**Metal 1**

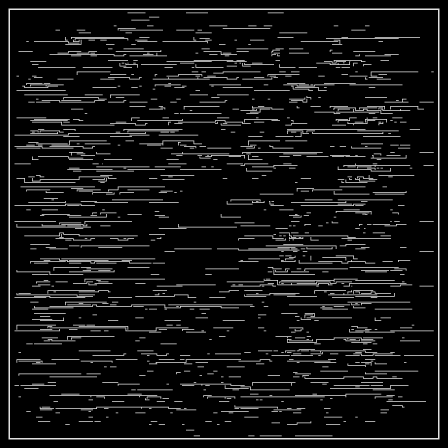
**Met2 routing**

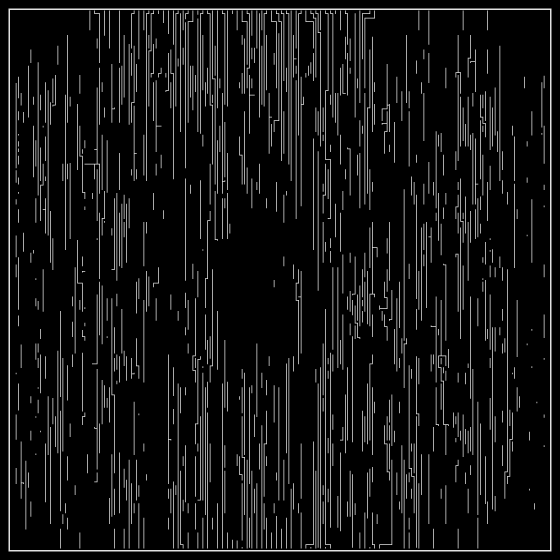
`config.mk`:
```
export PLATFORM = sky130hd
export DESIGN_NAME = cpu_op_sequencer
export DESIGN_NICKNAME = d
export VERILOG_FILES = /design/src/rtl/cpu_op_sequencer.sv
export SDC_FILE = /design/constraint.sdc
export NUM_CORES = 1
export LEC_CHECK = 0
export CAP_MARGIN = 20
export CORE_UTILIZATION = 46
export DETAILED_ROUTE_END_ITERATION = 6
export GPL_ROUTABILITY_DRIVEN = 0
export PLACE_DENSITY_LB_ADDON = 0.12
export REMOVE_ABC_BUFFERS = 1
export SYNTH_ARGS = -nofsm -noshare
export SYNTH_HDL_FRONTEND = slang
export SYNTH_SLANG_ARGS = --single-unit
```
`constraint.sdc`:
```
create_clock -name clk -period 8.65 [get_ports clk]
set_input_delay 1.2975 -clock clk [delete_from_list [all_inputs] [get_ports clk]]
set_output_delay 1.2975 -clock clk [all_outputs]
set_load 0.005 [all_outputs]
```
`src/rtl/cpu_op_sequencer.sv`:
```
// Command-level sequencer for the cpu datapath: accepts one operation, drives the
// datapath controls for 1+LAT cycles, captures the result and returns it as a response.
module cpu_op_sequencer #(
  parameter int LAT   = 1,
  parameter int CNT_W = 16
) (
  input  logic             clk,
  input  logic             rst,
  input  logic             cmd_valid,
  output logic             cmd_ready,
  input  logic [2:0]       cmd_op,
  input  logic [4:0]       cmd_a,
  input  logic [4:0]       cmd_b,
  input  logic [31:0]      cmd_data,
  output logic             rsp_valid,
  input  logic             rsp_ready,
  output logic [31:0]      rsp_data,
  output logic             rsp_ovf,
  output logic             rsp_err,
  output logic [4:0]       addressA,
  output logic [4:0]       addressB,
  output logic [31:0]      dataIn,
  output logic             asel,
  output logic             bsel,
  output logic [1:0]       opsel,
  output logic [2:0]       outsel,
  output logic             oen,
  input  logic [31:0]      outPut,
  input  logic             over,
  output logic             ovf_flag,
  input  logic             clr_flags,
  output logic [CNT_W-1:0] op_count,
  output logic [1:0]       dbg_state
);

  // Handshakes: a transfer happens on a rising edge where valid and ready are both
  // high; the sender holds its payload stable while valid is high and ready is low.

  typedef enum logic [1:0] {
    S_IDLE  = 2'd0,
    S_ISSUE = 2'd1,
    S_WAIT  = 2'd2,
    S_RESP  = 2'd3
  } state_t;

  localparam logic [2:0] OP_STORE = 3'b000;
  localparam logic [2:0] OP_READ  = 3'b001;
  localparam logic [2:0] OP_ADD   = 3'b010;
  localparam logic [2:0] OP_SUB   = 3'b011;
  localparam logic [2:0] OP_CMP   = 3'b100;

  localparam logic [3:0] WAIT_LAST = 4'(LAT - 1);

  state_t             state_q, state_d;
  logic [2:0]         op_q, op_d;
  logic [4:0]         a_q, a_d;
  logic [4:0]         b_q, b_d;
  logic [31:0]        data_q, data_d;
  logic [3:0]         wait_q, wait_d;
  logic [31:0]        rsp_data_q, rsp_data_d;
  logic               rsp_ovf_q, rsp_ovf_d;
  logic               rsp_err_q, rsp_err_d;
  logic               ovf_flag_q, ovf_flag_d;
  logic [CNT_W-1:0]   op_count_q, op_count_d;

  logic cmd_fire;
  logic cmd_legal;
  logic capture;
  logic rsp_fire;
  logic cap_ovf;

  assign cmd_fire  = cmd_valid && (state_q == S_IDLE);
  assign cmd_legal = (cmd_op <= OP_CMP);
  assign capture   = (state_q == S_WAIT) && (wait_q == WAIT_LAST);
  assign rsp_fire  = (state_q == S_RESP) && rsp_ready;
  // Only arithmetic ops report overflow; the datapath's flag is meaningless otherwise.
  assign cap_ovf   = ((op_q == OP_ADD) || (op_q == OP_SUB)) && over;

  // State register
  always_ff @(posedge clk or posedge rst) begin
    if (rst) begin
      state_q <= S_IDLE;
    end else begin
      state_q <= state_d;
    end
  end

  // Next-state logic
  always_comb begin
    state_d = state_q;
    case (state_q)
      S_IDLE:  if (cmd_fire) state_d = cmd_legal ? S_ISSUE : S_RESP;
      S_ISSUE: state_d = S_WAIT;
      S_WAIT:  if (capture) state_d = S_RESP;
      S_RESP:  if (rsp_fire) state_d = S_IDLE;
      default: state_d = S_IDLE;
    endcase
  end

  // Command latch, wait counter, response capture and flags
  always_comb begin
    op_d       = op_q;
    a_d        = a_q;
    b_d        = b_q;
    data_d     = data_q;
    wait_d     = wait_q;
    rsp_data_d = rsp_data_q;
    rsp_ovf_d  = rsp_ovf_q;
    rsp_err_d  = rsp_err_q;
    ovf_flag_d = ovf_flag_q;
    op_count_d = op_count_q;

    if (cmd_fire) begin
      op_d   = cmd_op;
      a_d    = cmd_a;
      b_d    = cmd_b;
      data_d = cmd_data;
      if (!cmd_legal) begin
        rsp_data_d = 32'd0;
        rsp_ovf_d  = 1'b0;
        rsp_err_d  = 1'b1;
      end
    end

    if (state_q == S_ISSUE) begin
      wait_d = 4'd0;
    end else if (state_q == S_WAIT) begin
      wait_d = wait_q + 4'd1;
    end

    if (capture) begin
      rsp_data_d = outPut;
      rsp_ovf_d  = cap_ovf;
      rsp_err_d  = 1'b0;
    end

    // Setting wins over a coincident clear so no overflow event is ever lost.
    if (capture && cap_ovf) begin
      ovf_flag_d = 1'b1;
    end else if (clr_flags) begin
      ovf_flag_d = 1'b0;
    end

    if (rsp_fire) begin
      op_count_d = op_count_q + 1'b1;
    end
  end

  always_ff @(posedge clk or posedge rst) begin
    if (rst) begin
      op_q       <= 3'd0;
      a_q        <= 5'd0;
      b_q        <= 5'd0;
      data_q     <= 32'd0;
      wait_q     <= 4'd0;
      rsp_data_q <= 32'd0;
      rsp_ovf_q  <= 1'b0;
      rsp_err_q  <= 1'b0;
      ovf_flag_q <= 1'b0;
      op_count_q <= '0;
    end else begin
      op_q       <= op_d;
      a_q        <= a_d;
      b_q        <= b_d;
      data_q     <= data_d;
      wait_q     <= wait_d;
      rsp_data_q <= rsp_data_d;
      rsp_ovf_q  <= rsp_ovf_d;
      rsp_err_q  <= rsp_err_d;
      ovf_flag_q <= ovf_flag_d;
      op_count_q <= op_count_d;
    end
  end

  // Output logic: datapath controls are live only in ISSUE/WAIT
  always_comb begin
    cmd_ready = (state_q == S_IDLE);
    rsp_valid = (state_q == S_RESP);
    addressA  = 5'd0;
    addressB  = 5'd0;
    dataIn    = 32'd0;
    asel      = 1'b0;
    bsel      = 1'b0;
    opsel     = 2'b00;
    outsel    = 3'b000;
    oen       = 1'b0;
    if ((state_q == S_ISSUE) || (state_q == S_WAIT)) begin
      oen = 1'b1;
      case (op_q)
        OP_STORE: begin
          addressB = b_q;
          dataIn   = data_q;
          opsel    = 2'b01;
        end
        OP_READ: begin
          addressA = a_q;
          addressB = a_q;
          asel     = 1'b1;
          opsel    = 2'b01;
        end
        OP_ADD: begin
          addressA = a_q;
          addressB = b_q;
          asel     = 1'b1;
          bsel     = 1'b1;
          outsel   = 3'b001;
        end
        OP_SUB: begin
          addressA = a_q;
          addressB = b_q;
          asel     = 1'b1;
          bsel     = 1'b1;
          opsel    = 2'b01;
          outsel   = 3'b001;
        end
        OP_CMP: begin
          addressA = a_q;
          addressB = b_q;
          asel     = 1'b1;
          bsel     = 1'b1;
          opsel    = 2'b01;
          outsel   = 3'b100;
        end
        default: oen = 1'b0;
      endcase
    end
  end

  assign rsp_data  = rsp_data_q;
  assign rsp_ovf   = rsp_ovf_q;
  assign rsp_err   = rsp_err_q;
  assign ovf_flag  = ovf_flag_q;
  assign op_count  = op_count_q;
  assign dbg_state = state_q;

endmodule

```
==> out/qor.yml <==
yosys:
  ys_async_sr_fraction_pct: 100
  synthCells: 363
  yosys_most_used_dff: "sky130_fd_sc_hd__dfrtp_1"
  yosys-top-cells-area: "sky130_fd_sc_hd__dfrtp_1 56%, sky130_fd_sc_hd__mux2_2 12%, sky130_fd_sc_hd__a22o_1 6.2%, sky130_fd_sc_hd__and2_1 6.1%, sky130_fd_sc_hd__ha_1 2.2%"
  post-synth-top-area-cell: "sky130_fd_sc_hd__dfrtp_1"
  ys_sh_aoi_pct: 9.08
  mappedNetlistArea_um2: 4520
  yosys.area_share.xor_xnor_pct: 2.91
outcome:
  outcome: "finished clean"
layout:
  buffers_excl_clock: 188
  seq_share_pct: 38.2
  finalNetCount: 635
  layout.cells.non_filler: 678
  clock_buffers: 10
  clkCellAreaFrac_pct: 2.83
  regArea_um2: 2550
  layout-drive-gt1-share_pct: 14.9
timing:
  slew_viol_final: 0
  tns_ns: 0
  setup_viol: 0
  min_setup_slack_post_route_ns: 4.05
  grt_setup_unrepaired: "no"
  finalHoldViolCount: 0
clock_network:
  clock-sinks: 102
  insertion_delay_ns: 0.36
  cts_hold_buffers: 0
worst_setup_path:
  path_delay_family: "buffers and inverters"
  criticalPathCategory: "reg -> out"
  worstSetupEndpointType: "output port"
  path_max_fanout: 18
  worst_ep_required_time_ns: 7.35
  timing.critical_path.from_type: "flip-flop"
place:
  dp_hpwl_um: 7850
  placed_area_um2: 6490
  placedCellCount: 662
worst_hold_path:
  hold_path_end: "op_count[15]"
  worst_hold_startpoint: "op_count[15]"
power_and_ir_drop:
  total_leakage_power_nw: 2.90
floorplan:
  std_cell_rows: 35
  chipWidth_um: 101
  core_area_um2: 9370
  floorplan.initialDensity_pct: 48.2
## Picture notes: 'metal 1'
share of all routed wire = 42%
main direction = horizontal
global-route track usage on met1: 27.4%
via count: 3384
wirelength, routed: 10900 um

## Picture notes: 'met2 routing'
share of all routed wire = 51%
nets with wire on the layer = 570
longest straight run = 44.0 um

report_power, final:
part / switching [W] / total [W] / leakage [nW] / internal [W]
Combinational: 0.000340 / 0.000914 / 1.52 / 0.000574
Clock: 0.000172 / 0.000290 / 0.0996 / 0.000118
Sequential: 0.000136 / 0.000799 / 1.27 / 0.000663
routing by layer:
layer	GRT usage (%)	vias up	wire length [um]
li1	-	1607	-
met1	27.4	1671	4510
met2	37.2	96	5590
met3	6.83	10	634
met4	5.91	0	131
met5	0	-	0
kinds of logic (layout without fill, tap and decap cells):
logic type	after synthesis	in the layout
compound gates	54	54
xor+xnor	15	15
fa+ha+maj	8	8
flops	102	102
simple gates	102	102
buf+inv	32	217
other cells	1	2
mux	49	49
Power figures rest on the tool's default switching activity, not on a simulated workload.
